==> images/floorplan.png <==
Bar = 50 um. Pins as bars on the die edge. Tap cells in grey.
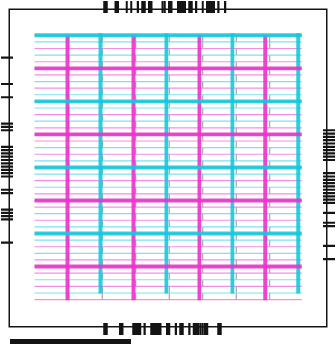
==> images/class_map.png <==
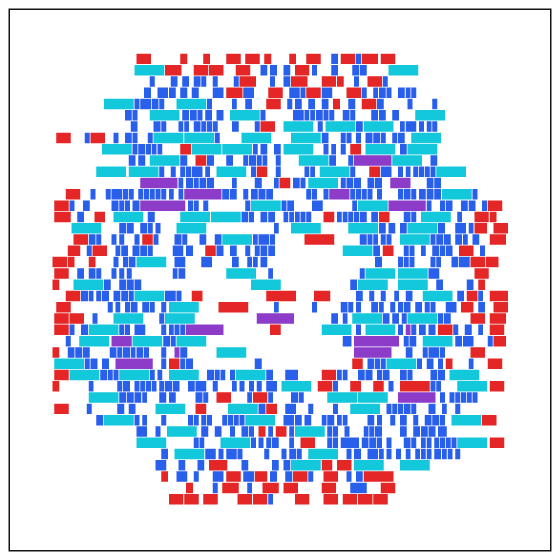
==> images/clock_wires.png <==
Bar = 50 um.
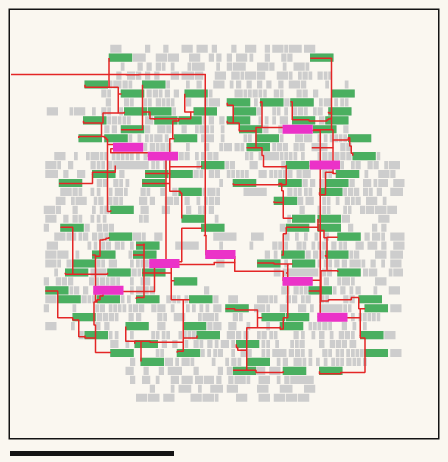
==> images/layers.png <==
Bar = 50 um. Only two layers are drawn.
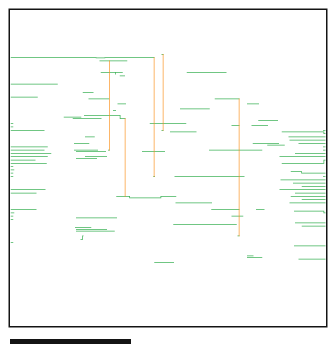
$ cat src/rtl/io_bscan_bank_ctrl.sv
// rtl/io_bscan_bank_ctrl.sv - boundary-scan chain, update cells and pad muxing for one IO bank column
module io_bscan_bank_ctrl #(
  parameter int NUM_TILES     = 8,
  parameter int PADS_PER_TILE = 2,
  parameter int CNT_W         = 8
) (
  input  logic                                   tclk,
  input  logic                                   r,
  input  logic                                   bs_en,
  input  logic                                   shift,
  input  logic                                   update,
  input  logic                                   hold,
  input  logic                                   mode,
  input  logic                                   hiz_b,
  input  logic [NUM_TILES-1:0]                   tile_bypass,
  input  logic                                   sdi,
  output logic                                   sdo,
  input  logic [NUM_TILES*PADS_PER_TILE-1:0]     padin,
  input  logic [NUM_TILES*PADS_PER_TILE-1:0]     core_pado,
  input  logic [NUM_TILES*PADS_PER_TILE-1:0]     core_padeb,
  output logic [NUM_TILES*PADS_PER_TILE-1:0]     pado,
  output logic [NUM_TILES*PADS_PER_TILE-1:0]     padeb,
  output logic [CNT_W-1:0]                       shift_cnt
);

  localparam int NP = NUM_TILES * PADS_PER_TILE;
  localparam int TW = 3 * PADS_PER_TILE;

  // Per tile, bit 3*j+{0,1,2} holds IN/OUT/OE of local pad j; bit 0 is nearest sdi.
  logic [NUM_TILES-1:0][TW-1:0] sr;
  logic [NUM_TILES-1:0]         byp;
  logic [NP-1:0]                upd_out;
  logic [NP-1:0]                upd_oe;
  logic [NUM_TILES-1:0]         tile_in;
  logic [NUM_TILES-1:0]         tile_out;

  always_comb begin
    tile_out = '0;
    for (int t = 0; t < NUM_TILES; t++) begin
      tile_out[t] = tile_bypass[t] ? byp[t] : sr[t][TW-1];
    end
  end

  always_comb begin
    tile_in    = '0;
    tile_in[0] = sdi;
    for (int t = 1; t < NUM_TILES; t++) begin
      tile_in[t] = tile_out[t-1];
    end
  end

  assign sdo = tile_out[NUM_TILES-1];

  always_ff @(posedge tclk) begin
    if (r) begin
      sr        <= '0;
      byp       <= '0;
      upd_out   <= '0;
      upd_oe    <= '1;
      shift_cnt <= '0;
    end else if (bs_en) begin
      if (shift) begin
        if (!hold) begin
          for (int t = 0; t < NUM_TILES; t++) begin
            if (tile_bypass[t]) byp[t] <= tile_in[t];
            else                sr[t]  <= {sr[t][TW-2:0], tile_in[t]};
          end
          if (shift_cnt != '1) shift_cnt <= shift_cnt + CNT_W'(1);
        end
      end else if (update) begin
        for (int p = 0; p < NP; p++) begin
          if (!tile_bypass[p / PADS_PER_TILE]) begin
            upd_out[p] <= sr[p / PADS_PER_TILE][3*(p % PADS_PER_TILE) + 1];
            upd_oe[p]  <= sr[p / PADS_PER_TILE][3*(p % PADS_PER_TILE) + 2];
          end
        end
      end else if (!hold) begin
        for (int p = 0; p < NP; p++) begin
          sr[p / PADS_PER_TILE][3*(p % PADS_PER_TILE)]     <= padin[p];
          sr[p / PADS_PER_TILE][3*(p % PADS_PER_TILE) + 1] <= core_pado[p];
          sr[p / PADS_PER_TILE][3*(p % PADS_PER_TILE) + 2] <= core_padeb[p];
        end
        byp       <= '0;
        shift_cnt <= '0;
      end
    end
  end

  // Bypassed tiles have no meaningful update cells, so EXTEST parks their pads hi-z.
  always_comb begin
    pado  = core_pado;
    padeb = core_padeb;
    for (int p = 0; p < NP; p++) begin
      if (!hiz_b) begin
        padeb[p] = 1'b1;
      end else if (mode) begin
        if (tile_bypass[p / PADS_PER_TILE]) begin
          pado[p]  = 1'b0;
          padeb[p] = 1'b1;
        end else begin
          pado[p]  = upd_out[p];
          padeb[p] = upd_oe[p];
        end
      end
    end
  end

endmodule

$ cat config.mk
export PLATFORM = sky130hd
export DESIGN_NAME = io_bscan_bank_ctrl
export DESIGN_NICKNAME = d
export VERILOG_FILES = /design/src/rtl/io_bscan_bank_ctrl.sv
export SDC_FILE = /design/constraint.sdc
export NUM_CORES = 1
export LEC_CHECK = 0
export ABC_AREA = 1
export ABC_CLOCK_PERIOD_IN_PS = 3500
export CORE_MARGIN = 10
export CORE_UTILIZATION = 40
export DETAILED_ROUTE_END_ITERATION = 8
export PLACE_DENSITY = 0.76
export SLEW_MARGIN = 30
export SYNTH_ARGS = -nofsm -noshare
export SYNTH_HDL_FRONTEND = slang
export SYNTH_SLANG_ARGS = --single-unit
$ cat constraint.sdc
create_clock -name tclk -period 3.5 [get_ports tclk]
set_input_delay 1.05 -clock tclk [delete_from_list [all_inputs] [get_ports tclk]]
set_output_delay 1.05 -clock tclk [all_outputs]
set_load 0.02 [all_outputs]
==> Changelog: implementation <==
### Metrics

- Net Sw Frac: 25.0%
- Worst setup path class: input pin to output pin
- Crit share post-route: 97.3%
- Max_cap viols: 0
- Number of CTS-inserted buffers: 9
- Synth Seq Share: 39.6%
- Area leader share: 39.6%
- Vias in the first global route: 4,928
- Total GRT Usage: 17.4%
- HP Class: register to register
- Io pins: 106
- Root Buffer Master: clkbuf_16
- Tool warning count: 27
- Leak: 2.78 nW
- Worst Path Arrival: 2.36 ns
- Outcome: finished clean
- Xor/xnor share: 0%
- DRC: 0
- Critical Path End Type: output pin
- Port Buffers: 105
- Yosys reg bits: 96
- Hold WS: 0.458 ns
- Worst Tran Pin Value: 0.565 ns
- CP Data Required Time: 2.45 ns
- Post-synthesis mux area share: 0%
- Syn avg cell area: 6.44 um2
- Layout Nets: 926
- Grt total ovfl: 0
- Register share of total power: 43.4%
- Critical Path Fanout Max: 16
- Main area contributors: dfxtp_1 (40%), nand2_1 (14%), o21ai_0 (11%)
- Pre-Place Util: 40.5%
- R2R setup slack: 1.94 ns
- Global-route wire length before repair: 24,000 um
- Post-Synthesis Cells: 753
- Cell variety after synth: 19
- Fin. max-slew vios: 0
- Top logic family: simple AND/OR/NAND/NOR gates
- Share of cells above drive strength 1: 8.67%
About floorplan.png:
Key: cyan = VDD; magenta = VSS
41 met1 rails follow the rows. 8 straps on met4. 147 tap cells. The core has 40 rows.
Core Region: 0.0120 mm2
Die Width: 130 um
peak supply drop: 280 uV
Die Ht: 130 um

About class_map.png:
Key: cyan = sequential cells [cells 96, share of their area 31%]; purple = clock drivers and dummy loads [cells 16, share of their area 5.3%]; blue = remaining logic cells [cells 619, share of their area 44%]; red = remaining buffers and delay cells [cells 134, share of their area 20%]
# rows: 40
Design Area, Final: 0.00647 mm2
fraction of area in registers: 29.7%
post-layout util: 54.1%

About clock_wires.png:
Key: green = flip-flops [count 96]; red = clock wires [length 1,210 um]; magenta = clock-net drivers [count 9]
There are 10 routed clock nets.
clock network power: 1.09 mW
clock power share: 41.2%
Latency at later pin: 0.34 ns

About layers.png:
Key: green = M3 [wire length 964 um]; orange = M4 [wire length 205 um]
wire per inst: 14.3 um
via count: 5,172

## state kept, by name (all words and copies together), names as in the netlist
register	cells
sr	48
shift_cnt	8
upd_oe	16
upd_out	16
byp	8
## cells by family after synthesis
family          after synthesis
fa+ha+maj                     1
buf+inv                     125
simple gates                346
compound gates              185
flops                        96
## repair_timing
item	CTS	global route
endpoints found under the setup margin	32	26
hold endpoints to repair	0	0
buffers inserted	0	0
gates resized	93	20
## metal layers
layer / wire, um / vias up / share of wire, % / track usage [%]
li1: - / 2672 / - / -
met3: 964 / 12 / 6.7 / 4.06
met1: 6330 / 2343 / 44 / 21.4
met5: 0 / - / 0 / 0
met2: 6970 / 145 / 48 / 29.3
met4: 205 / 0 / 1.4 / 5.36
## critical path, cell delays in order
cell and delay, ns:
clkdlybuf4s50_1 0.51, buf_4 0.27, o211ai_1 0.16, dlygate4sd2_1 0.36
## layout make-up
| cell class | count | area (um2) |
|---|---|---|
| flip-flops and latches | 96 | 1920 |
| fillers | 1184 | 5490 |
| inverters | 87 | 327 |
| clock inverters | 2 | 60.1 |
| clock buffers | 14 | 274 |
| well taps | 147 | 184 |
| multi-input cells | 532 | 2440 |
| repair buffers | 134 | 1260 |
## Yosys cell counts, drive strengths merged
cell	instances
a31oi	1
dfxtp	96
a21oi	47
nor3	1
nor3b	6
o211ai	30
buf	12
clkbuf	26
nor2	81
inv	87
ha	1
nand4	1
nand3	75
nand2	182
o21ai	107
## cells in the final DEF, fill, tap and decap left out, types with 3 or more instances in the layout
cell type | Yosys | final
buf_2 | 10 | 12
dlygate4sd2_1 | 0 | 5
nor2_1 | 81 | 80
nand2_1 | 182 | 182
dfxtp_1 | 96 | 96
nor3b_1 | 6 | 6
buf_12 | 0 | 5
clkdlybuf4s50_1 | 0 | 69
a21oi_1 | 47 | 47
buf_4 | 2 | 23
clkbuf_8 | 0 | 3
inv_1 | 85 | 84
o211ai_1 | 30 | 30
o21ai_0 | 105 | 105
clkdlybuf4s15_2 | 0 | 10
inv_2 | 2 | 3
clkbuf_16 | 0 | 9
nand3_1 | 75 | 75
clkbuf_2 | 0 | 5
## power by group through the flow
stage               Sequential [mW]  Combinational (mW)  Clock, mW
finish                         1.15               0.409       1.09
global route                   1.15               0.455       1.16
CTS                            1.15               0.416       1.11
detailed placement             1.17               0.424          0
global placement               1.17               0.421          0
floorplan                      1.17               0.216          0
## metrics by stage
stage | area [um2] | total power [mW] | util [%] | instances | setup slack [ns]
5_1_grt | 6470 | 2.77 | 54.1 | 1012 | 0.0398
4_1_cts | 6530 | 2.68 | 54.6 | 1012 | -0.0604
3_3_place_gp | 6200 | 1.59 | 51.8 | 996 | -0.307
3_5_place_dp | 6200 | 1.60 | 51.8 | 996 | -0.347
2_1_floorplan | 4850 | 1.39 | - | 753 | 0.422
6_report | 6470 | 2.65 | 54.1 | 1012 | 0.0950
## worst paths after layout
path           startpoint           end  cells after the start
max                 hiz_b     padeb[11]                      4
min             upd_oe[9]     upd_oe[9]                      2
max reg2reg  shift_cnt[0]  shift_cnt[1]                      9
min reg2reg     upd_oe[9]     upd_oe[9]                      2
Power figures rest on the tool's default switching activity, not on a simulated workload.
